`src/rtl/fft_pkg.sv`:
```
// fft_pkg: shared word widths, sequencer state encoding and state-to-strobe decode for the FFT butterfly block
package fft_pkg;
  localparam int DW = 8;
  localparam int CNT_W = 16;
  typedef enum logic [4:0] {
    IDLE, IN0, IN1, IN2, IN3, IN4, IN5,
    S0, S1, S2, S3, S4, S5, S6, S7, S8,
    OUT0, OUT1, OUT2, OUT3
  } state_t;
  function automatic logic [8:0] strobe_of(state_t s);
    return (s inside {[S0:S8]}) ? 9'b1 << (s - S0) : 9'b0;
  endfunction
endpackage

```
`src/rtl/fft_bfly_outser.sv`:
```
// fft_bfly_outser: 4-word butterfly result bank (cap_en/cap_idx/alu_res in) and dout/dout_valid/dout_ready serialiser (out_en/out_idx select, acc = word accepted)
module fft_bfly_outser
  import fft_pkg::*;
(
  input  logic          clk,
  input  logic          rst,
  input  logic          cap_en,
  input  logic [1:0]    cap_idx,
  input  logic [DW-1:0] alu_res,
  input  logic          out_en,
  input  logic [1:0]    out_idx,
  input  logic          dout_ready,
  output logic [DW-1:0] dout,
  output logic          dout_valid,
  output logic          acc
);
  logic [DW-1:0] res_q [4];
  logic [DW-1:0] res_d [4];
  always_comb begin
    res_d = res_q;
    if (cap_en) res_d[cap_idx] = alu_res;
  end
  always_ff @(posedge clk) begin
    if (rst) res_q <= '{default: '0};
    else res_q <= res_d;
  end
  assign dout_valid = out_en;
  assign dout = out_en ? res_q[out_idx] : '0;
  assign acc = out_en & dout_ready;
endmodule

```
`src/rtl/fft_bfly_ctrl.sv`:
```
// fft_bfly_ctrl: radix-2 butterfly sequencer; loads reb,imb,rew,imw,rea,ima from din/din_valid, steps s00..s88 capturing alu_res into reg_alu and the result bank, streams dout with valid/ready, busy outside IDLE; FFT_BFLY_STALL_CNT_EN adds stall_cnt
module fft_bfly_ctrl
  import fft_pkg::*;
(
  input  logic             clk,
  input  logic             rst,
  input  logic             start,
  input  logic [DW-1:0]    din,
  input  logic             din_valid,
  input  logic [DW-1:0]    alu_res,
  output logic [DW-1:0]    reb,
  output logic [DW-1:0]    imb,
  output logic [DW-1:0]    rew,
  output logic [DW-1:0]    imw,
  output logic [DW-1:0]    rea,
  output logic [DW-1:0]    ima,
  output logic [DW-1:0]    reg_alu,
  output logic             s00,
  output logic             s11,
  output logic             s22,
  output logic             s33,
  output logic             s44,
  output logic             s55,
  output logic             s66,
  output logic             s77,
  output logic             s88,
  output logic [DW-1:0]    dout,
  output logic             dout_valid,
  input  logic             dout_ready,
  output logic             busy
`ifdef FFT_BFLY_STALL_CNT_EN
  ,
  output logic [CNT_W-1:0] stall_cnt
`endif
);
  state_t state_q, state_d;
  logic [DW-1:0] op_q [6];
  logic [DW-1:0] op_d [6];
  logic [DW-1:0] reg_alu_q, reg_alu_d;
  logic in_st, out_en, cap_en, acc, adv;
  logic [2:0] in_idx;
  logic [1:0] cap_idx, out_idx;
  assign in_st = state_q inside {[IN0:IN5]};
  assign in_idx = 3'(state_q - IN0);
  assign out_en = state_q inside {[OUT0:OUT3]};
  assign out_idx = 2'(state_q - OUT0);
  assign cap_en = state_q inside {S2, S3, S6, S7};
  assign cap_idx = {state_q inside {S6, S7}, state_q inside {S3, S7}};
  // compute states always advance; load and output states wait on their handshakes
  assign adv = state_q == IDLE ? start : in_st ? din_valid : out_en ? acc : 1'b1;
  always_comb begin
    op_d = op_q;
    if (in_st && din_valid) op_d[in_idx] = din;
    reg_alu_d = (state_q inside {[S0:S7]}) ? alu_res : reg_alu_q;
    state_d = !adv ? state_q : state_q == OUT3 ? IDLE : state_t'(state_q + 5'd1);
  end
  always_ff @(posedge clk) begin
    if (rst) begin
      state_q <= IDLE;
      op_q <= '{default: '0};
      reg_alu_q <= '0;
    end else begin
      state_q <= state_d;
      op_q <= op_d;
      reg_alu_q <= reg_alu_d;
    end
  end
  fft_bfly_outser u_outser (
    .clk(clk), .rst(rst), .cap_en(cap_en), .cap_idx(cap_idx), .alu_res(alu_res),
    .out_en(out_en), .out_idx(out_idx), .dout_ready(dout_ready),
    .dout(dout), .dout_valid(dout_valid), .acc(acc)
  );
  assign {reb, imb, rew, imw, rea, ima} = {op_q[0], op_q[1], op_q[2], op_q[3], op_q[4], op_q[5]};
  assign reg_alu = reg_alu_q;
  assign {s88, s77, s66, s55, s44, s33, s22, s11, s00} = strobe_of(state_q);
  assign busy = state_q != IDLE;
`ifdef FFT_BFLY_STALL_CNT_EN
  logic [CNT_W-1:0] stall_cnt_q, stall_cnt_d;
  assign stall_cnt_d = (state_q == IDLE && start) ? '0
                     : (dout_valid && !dout_ready && !(&stall_cnt_q)) ? stall_cnt_q + 1'b1
                     : stall_cnt_q;
  always_ff @(posedge clk) begin
    if (rst) stall_cnt_q <= '0;
    else stall_cnt_q <= stall_cnt_d;
  end
  assign stall_cnt = stall_cnt_q;
`endif
endmodule

```
`config.mk`:
```
export PLATFORM = sky130hd
export DESIGN_NAME = fft_bfly_ctrl
export DESIGN_NICKNAME = d
export VERILOG_FILES = /design/src/rtl/fft_pkg.sv /design/src/rtl/fft_bfly_outser.sv /design/src/rtl/fft_bfly_ctrl.sv
export SDC_FILE = /design/constraint.sdc
export NUM_CORES = 1
export LEC_CHECK = 0
export ABC_AREA = 1
export CAP_MARGIN = 25
export CORE_MARGIN = 8
export CORE_UTILIZATION = 48
export CTS_BUF_LIST = sky130_fd_sc_hd__clkbuf_2 sky130_fd_sc_hd__clkbuf_4 sky130_fd_sc_hd__clkbuf_8
export DETAILED_ROUTE_END_ITERATION = 8
export DONT_BUFFER_PORTS = 1
export PLACE_DENSITY_LB_ADDON = 0.08
export SLEW_MARGIN = 20
export SYNTH_ARGS = -nofsm -noshare
export SYNTH_HDL_FRONTEND = slang
export SYNTH_SLANG_ARGS = --single-unit
```
`constraint.sdc`:
```
create_clock -name clk -period 2.7 [get_ports clk]
set_input_delay 0.54 -clock clk [delete_from_list [all_inputs] [get_ports clk]]
set_output_delay 0.54 -clock clk [all_outputs]
set_load 0.01 [all_outputs]
```
### Floorplan with the power grid

The bar under the picture is 20 um long. Pins as bars on the die edge.
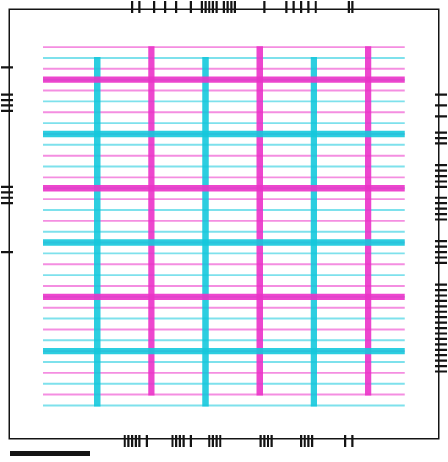
Cyan shows VSS. Magenta shows VDD.
6 straps on met5. 6 straps on met4. 34 met1 rails follow the rows. The core has 33 rows.

### Cell classes on the final placement

The bar under the picture is 20 um long.
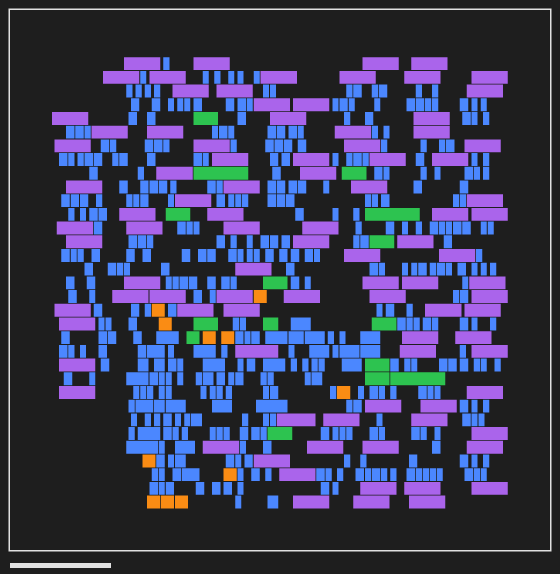
Purple shows flip-flops, cells 93, share of their area 44%. Blue shows all other logic, cells 430, share of their area 48%. Green shows clock drivers and dummy loads, cells 15, share of their area 5.8%. Orange shows other buffers and delay cells, cells 11, share of their area 2.0%.
final core utilization: 53.62%
core area: 0.008134 sq mm

### Clock distribution

The bar under the picture is 20 um long.
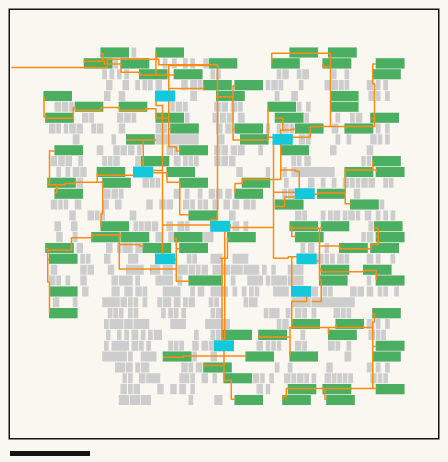
Green shows flip-flops, count 93. Orange shows clock wires, length 1,020 um. Cyan shows cells driving clock nets, count 9.
There are 10 routed clock nets. Position of the flops: all over the die.
Worst-Skew Late Latency: 350 ps
clock power share: 28.9%
Setup Skew: 13.57 ps
Clk. pwr: 1.11 mW

==> out/results.ini <==
[outcome]
status=completed

[power_and_ir_drop]
swShare_pct=34.85
switchingPower_mw=1.339
p_comb_mw=0.980
p_leak_nw=1.711

[placed_design]
dpl.hpwl_um=7074

[logic_synthesis]
edf_count=0
simple_gate_area_share_pct=25.25
adder_share_pct=2.193
yosys_warnings=0
ys_chip_area_sq_mm=0.003994
ys_types=26

[clock_tree]
cts_sinks=93
clk_pin_slew_worst_paths_ps=90

[route]
route.detailed.drc=0
routed-via-count=3384
drt-initial-drc-count=106
drt-pass1-iter-count=4
wl_per_cell_um=15.05

[critical_path]
path_cells=ha_1 -> nand2_2 -> inv_1 -> o21ai_0 -> o21ai_0 -> nand3b_2 -> nor3_1

[cells_and_area]
largestClassByArea=registers
layout.nonclk_buf_share_pct=1.893

[final_timing]
final.setup.worst_slack_ps=165.2
rsz0062_at_grt=no
setup_violations=0
report.final.slew_viol_count=0

[die]
tap_cells=105
die_h_um=107.2

[flow_run]
maxCapViolCount=0

## worst paths after layout
kind | end | slack [ps] | cells after the start
max | s77 | 170 | 7
min | ima[3] | 250 | 1
max reg2reg | ima[4] | 480 | 12
min reg2reg | u_outser.res_q[28] | 460 | 2
## synthesized netlist by cell type (5+ instances only)
cell      count  area [sq um]
nand3_1       9         45.04
nor3_1       10         50.05
nor2_1      144         540.5
a21oi_1      52         260.3
o21ai_0      98         490.5
clkbuf_1     13         48.80
ha_1          7         87.58
nand2_1      43         161.4
inv_2         6         22.52
dfxtp_1      93          1862
inv_1        35         131.4
nand2_4       5         56.30
## layer usage
metal	part of all wire [%]	GRT usage [%]
met1	42	19.43
met3	8.4	5.699
met5	0	0
met4	1.1	6.332
met2	48	29.48
## sequential cells by signal, indices dropped and copies added, names as in the netlist
signal / cells
rew: 8
rea: 8
imb: 8
reg_alu: 8
ima: 8
state_q: 5
reb: 8
imw: 8
u_outser.res_q: 32
## worst reg2reg max path, stage by stage (launching register included)
cell     delay, ps
dfxtp_1        340
buf_4          180
inv_2          200
ha_1           200
inv_1           80
nor2_1         170
nand2_1         80
nand2_1        120
nand3_4        140
nor2_2         330
inv_2          150
nand2_1         90
a21oi_1         50
## cell usage in the layout (no fill, tap or decap), types with 3 or more instances in the layout
cell type,instances
o21ai_0,98
inv_2,6
nor2_2,4
nor2_1,144
dfxtp_1,91
nor3_1,9
clkinv_2,4
nor2_4,4
a21oi_1,52
inv_1,35
nand3_1,9
clkbuf_8,10
nand2_1,42
nand2_4,5
buf_4,11
bufinv_16,3
ha_1,7
## what timing repair did
item | 4_1_cts | 5_1_grt
gates resized | 1 | 4
gates cloned | 0 | 0
endpoints found under the setup margin | 6 | 8
Power and IR drop assume default switching activity.
